[src/rtl/div_q16.sv]
// Sequential signed Q16.16 divider: restoring radix-2 division on magnitudes,
// followed by sign application and saturation. Fixed 50-cycle initiation interval.
module div_q16 #(
    parameter int WIDTH = 32,
    parameter int FRAC  = 16
) (
    input  logic             clk,
    input  logic             rst,
    input  logic             in_valid,
    output logic             in_ready,
    input  logic [WIDTH-1:0] a,
    input  logic [WIDTH-1:0] b,
    output logic             out_valid,
    output logic [WIDTH-1:0] val,
    output logic             div_zero,
    output logic             ovf
);

    localparam int N  = WIDTH + FRAC;
    localparam int CW = $clog2(N);

    typedef enum logic [1:0] {
        S_IDLE = 2'd0,
        S_DIV  = 2'd1,
        S_FIX  = 2'd2
    } state_t;

    localparam logic [WIDTH-1:0] MAX_POS = {1'b0, {(WIDTH-1){1'b1}}};
    localparam logic [WIDTH-1:0] MIN_NEG = {1'b1, {(WIDTH-1){1'b0}}};
    localparam logic [WIDTH-1:0] ONE     = {{(WIDTH-1){1'b0}}, 1'b1};

    // Unsigned magnitude; the most negative value maps to 2^(WIDTH-1).
    function automatic logic [WIDTH-1:0] mag(input logic [WIDTH-1:0] x);
        logic [WIDTH-1:0] m;
        if (x[WIDTH-1]) begin
            m = ~x + ONE;
        end else begin
            m = x;
        end
        return m;
    endfunction

    state_t           r_state;
    state_t           w_next;
    logic [N-1:0]     r_dvd;
    logic [WIDTH-1:0] r_dvsr;
    logic [WIDTH:0]   r_rem;
    logic [CW-1:0]    r_cnt;
    logic             r_sign;
    logic             r_asign;
    logic             r_zflag;
    logic             r_in_ready;
    logic             r_out_valid;
    logic [WIDTH-1:0] r_val;
    logic             r_div_zero;
    logic             r_ovf;

    logic             w_load;
    logic             w_iter;
    logic             w_fix;
    logic             w_last;
    logic [WIDTH:0]   w_rem_sh;
    logic [WIDTH+1:0] w_diff;
    logic             w_ge;
    logic             w_q_hi;
    logic             w_ovf_pos;
    logic             w_ovf_neg;
    logic [WIDTH-1:0] w_neg_q;

    // Remainder shift/subtract and saturation detection on the finished quotient.
    assign w_rem_sh  = {r_rem[WIDTH-1:0], r_dvd[N-1]};
    assign w_diff    = {1'b0, w_rem_sh} - {2'b00, r_dvsr};
    assign w_ge      = ~w_diff[WIDTH+1];
    assign w_last    = (r_cnt == CW'(N - 1));
    assign w_q_hi    = |r_dvd[N-1:WIDTH];
    assign w_ovf_pos = ~r_sign & (w_q_hi | r_dvd[WIDTH-1]);
    assign w_ovf_neg = r_sign & (w_q_hi | (r_dvd[WIDTH-1] & (|r_dvd[WIDTH-2:0])));
    assign w_neg_q   = ~r_dvd[WIDTH-1:0] + ONE;

    // State register.
    always_ff @(posedge clk) begin
        if (rst) begin
            r_state <= S_IDLE;
        end else begin
            r_state <= w_next;
        end
    end

    // Next-state logic.
    always_comb begin
        w_next = r_state;
        case (r_state)
            S_IDLE: begin
                if (in_valid) begin
                    w_next = S_DIV;
                end else begin
                    w_next = S_IDLE;
                end
            end
            S_DIV: begin
                if (w_last) begin
                    w_next = S_FIX;
                end else begin
                    w_next = S_DIV;
                end
            end
            S_FIX:   w_next = S_IDLE;
            default: w_next = S_IDLE;
        endcase
    end

    // Control decode from the current state.
    always_comb begin
        w_load = 1'b0;
        w_iter = 1'b0;
        w_fix  = 1'b0;
        case (r_state)
            S_IDLE:  w_load = in_valid;
            S_DIV:   w_iter = 1'b1;
            S_FIX:   w_fix  = 1'b1;
            default: w_load = 1'b0;
        endcase
    end

    // Datapath: operand capture and one restoring step per DIV cycle.
    always_ff @(posedge clk) begin
        if (rst) begin
            r_dvd   <= {N{1'b0}};
            r_dvsr  <= {WIDTH{1'b0}};
            r_rem   <= {(WIDTH+1){1'b0}};
            r_cnt   <= {CW{1'b0}};
            r_sign  <= 1'b0;
            r_asign <= 1'b0;
            r_zflag <= 1'b0;
        end else if (w_load) begin
            r_dvd   <= {mag(a), {FRAC{1'b0}}};
            r_dvsr  <= mag(b);
            r_rem   <= {(WIDTH+1){1'b0}};
            r_cnt   <= {CW{1'b0}};
            r_sign  <= a[WIDTH-1] ^ b[WIDTH-1];
            r_asign <= a[WIDTH-1];
            r_zflag <= (b == {WIDTH{1'b0}});
        end else if (w_iter) begin
            // Quotient bits fill the dividend register from the bottom as it drains.
            r_dvd <= {r_dvd[N-2:0], w_ge};
            if (w_ge) begin
                r_rem <= w_diff[WIDTH:0];
            end else begin
                r_rem <= w_rem_sh;
            end
            r_cnt <= r_cnt + CW'(1);
        end else begin
            r_dvd <= r_dvd;
        end
    end

    // Registered outputs; result fields update only in FIX.
    always_ff @(posedge clk) begin
        if (rst) begin
            r_in_ready  <= 1'b1;
            r_out_valid <= 1'b0;
            r_val       <= {WIDTH{1'b0}};
            r_div_zero  <= 1'b0;
            r_ovf       <= 1'b0;
        end else begin
            r_out_valid <= w_fix;
            if (w_load) begin
                r_in_ready <= 1'b0;
            end else if (w_fix) begin
                r_in_ready <= 1'b1;
            end else begin
                r_in_ready <= r_in_ready;
            end
            if (w_fix) begin
                if (r_zflag) begin
                    r_val      <= r_asign ? MIN_NEG : MAX_POS;
                    r_div_zero <= 1'b1;
                    r_ovf      <= 1'b0;
                end else if (w_ovf_pos) begin
                    r_val      <= MAX_POS;
                    r_div_zero <= 1'b0;
                    r_ovf      <= 1'b1;
                end else if (w_ovf_neg) begin
                    r_val      <= MIN_NEG;
                    r_div_zero <= 1'b0;
                    r_ovf      <= 1'b1;
                end else begin
                    r_val      <= r_sign ? w_neg_q : r_dvd[WIDTH-1:0];
                    r_div_zero <= 1'b0;
                    r_ovf      <= 1'b0;
                end
            end else begin
                r_val <= r_val;
            end
        end
    end

    assign in_ready  = r_in_ready;
    assign out_valid = r_out_valid;
    assign val       = r_val;
    assign div_zero  = r_div_zero;
    assign ovf       = r_ovf;

endmodule
[config.mk]
export PLATFORM = sky130hd
export DESIGN_NAME = div_q16
export DESIGN_NICKNAME = d
export VERILOG_FILES = /design/src/rtl/div_q16.sv
export SDC_FILE = /design/constraint.sdc
export NUM_CORES = 1
export LEC_CHECK = 0
export CAP_MARGIN = 20
export CELL_PAD_IN_SITES_DETAIL_PLACEMENT = 1
export CELL_PAD_IN_SITES_GLOBAL_PLACEMENT = 1
export CORE_MARGIN = 5
export CORE_UTILIZATION = 46
export DETAILED_ROUTE_END_ITERATION = 7
export PLACE_DENSITY = 0.87
export RECOVER_POWER = 25
export SLEW_MARGIN = 20
export SYNTH_ARGS = -nofsm -noshare
export SYNTH_HDL_FRONTEND = slang
export SYNTH_SLANG_ARGS = --single-unit
[constraint.sdc]
create_clock -name clk -period 4.6 [get_ports clk]
set_input_delay 0.92 -clock clk [delete_from_list [all_inputs] [get_ports clk]]
set_output_delay 0.92 -clock clk [all_outputs]
set_load 0.05 [all_outputs]
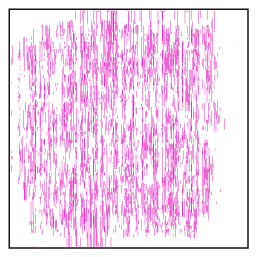
layer_met2.png
Drawn at 1.5 px/µm.
longest straight run: 55.1 µm
wire length on this layer: 14600 µm
vias after detailed routing: 10.0k
wirelength, routed: 30900 µm
routing usage on met2: 40.6%

==> impl_metrics.ini <==
; yosys + openroad results
[run_status]
result_of_the_run = finished with violations
violations = capacitance limit, slew limit

[synth]
top_area_share_pct = 31.5
yosys_area_mm2 = 0.0101
postSynthCellCount = 1318
synthesis.area_per_instance_um2 = 7.66
muxShareOfSynthArea_pct = 1.00
synth-edff-count = 0
synthAdderAreaFrac_pct = 4.66
netlist.top_cell.by_instances = sky130_fd_sc_hd__dfxtp_1
synth.top_cells.by_count = sky130_fd_sc_hd__dfxtp_1 (159), sky130_fd_sc_hd__nor2_1 (137), sky130_fd_sc_hd__a21oi_1 (133)
synthesis.nets = 1422

[final_timing]
finalSetupViolations = 0
post-route-period-util_pct = 84.3
grt_setup_unrepaired = false
slew_headroom_pct = -60.8
pin_slew_with_the_least_headroom_to_its_limit_ps = 2410
total_count_of_hold_check_failures_in_the_final_report = 0
timing.final.max_slew_violations = 51

[hold_path]
hold_class = reg2reg

[die]
number_of_placed_i_o_pins = 103
fp-row-count = 54
floorplanUtilization_pct = 46.4

[drt]
vias_per_cell = 6.11
drt-initial-drc-count = 571
final_antenna_net_count = 0

[clock_network]
numCtsBuffers = 17
clockBufferDepth = 2
cts_tree = yes
post-cts-setup-buffer-count = 0
postCtsResizedCells = 0

[critical_path]
category_of_the_worst_setup_path_launch_point = primary input
rr_worst_depth = 10
rr_endpoint = val[1]$_SDFFE_PP0P_

[power_and_ir_drop]
static-leakage-power_uw = 0.00441
max-vdd-ir-drop_mv = 0.246

[place]
pre_cts_slack_ps = 657

[job]
maxCapViolations = 1

[global_routing]
grt_pass1_vias = 9877

[cells_and_area]
antenna-diode-count = 0
top_cell_excl_fill_tap = sky130_fd_sc_hd__dfxtp_1
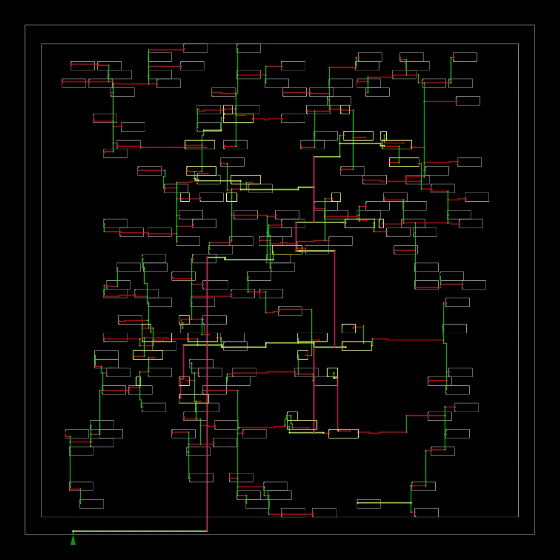
clocks.png
worst-skew pair later-pin latency: 430 ps
clk sinks: 159

[sequential cells by signal, summed over array words and instances, names as in the netlist]
signal     flops
div_zero       1
in_ready       1
out_valid      1
ovf            1
r_asign        1
r_cnt          6
r_dvd         48
r_dvsr        32
r_rem         32
r_sign         1
r_state        2
r_zflag        1
val           32
[worst min path at each step]
stage | from | to | slack [ps] | depth (start not counted)
final | div_zero$_SDFFE_PP0P_ | div_zero$_SDFFE_PP0P_ | 460 | 2
after global routing | div_zero$_SDFFE_PP0P_ | div_zero$_SDFFE_PP0P_ | 480 | 2
after CTS | r_dvsr[0]$_SDFFE_PP0P_ | r_dvsr[0]$_SDFFE_PP0P_ | 470 | 2
after detailed placement | r_dvsr[0]$_SDFFE_PP0P_ | r_dvsr[0]$_SDFFE_PP0P_ | 470 | 2
after global placement | div_zero$_SDFFE_PP0P_ | div_zero$_SDFFE_PP0P_ | 450 | 2
after floorplan | r_dvsr[22]$_SDFFE_PP0P_ | r_dvsr[22]$_SDFFE_PP0P_ | 430 | 2
[per-stage QoR]
step	total power, µW	cells	cell area [µm²]
6_report	4040	1643	11700
5_1_grt	4250	1643	11700
4_1_cts	4050	1643	11700
3_5_place_dp	2730	1611	11200
3_3_place_gp	2690	1611	11200
2_1_floorplan	2390	1318	10100
[critical path, stage by stage]
cell and delay, ps:
sky130_fd_sc_hd__clkbuf_1 1670, sky130_fd_sc_hd__clkbuf_2 1140, sky130_fd_sc_hd__or4_1 290, sky130_fd_sc_hd__o32ai_1 90
[kinds of logic after synthesis]
family,Yosys count
flops,159
simple gates,440
mux,10
buf+inv,149
xor+xnor,108
fa+ha+maj,37
compound gates,415
[layout make-up]
class,count,area (µm²)
clock buffers,19,433
clock inverters,13,106
fillers,2659,10000
inverters,46,173
multi-input cells,1010,6360
flip-flops and latches,159,3180
well taps,280,350
repair buffers,116,1110
[routing by layer]
layer	vias up	GRT usage (%)	routed length [µm]
met3	29	3.99	1310
met5	-	0	0
met2	213	40.6	14600
met1	4937	33.4	14600
met4	0	5.20	359
li1	4857	-	-
[power by group]
group / switching [µW] / total, µW / internal (µW) / leakage (µW)
Sequential: 80.7 / 1530 / 1450 / 0.00130
Combinational: 722 / 1190 / 473 / 0.00286
Clock: 619 / 1320 / 700 / 0.000248
Total: 1420 / 4040 / 2620 / 0.00441
Power and IR drop assume default switching activity.
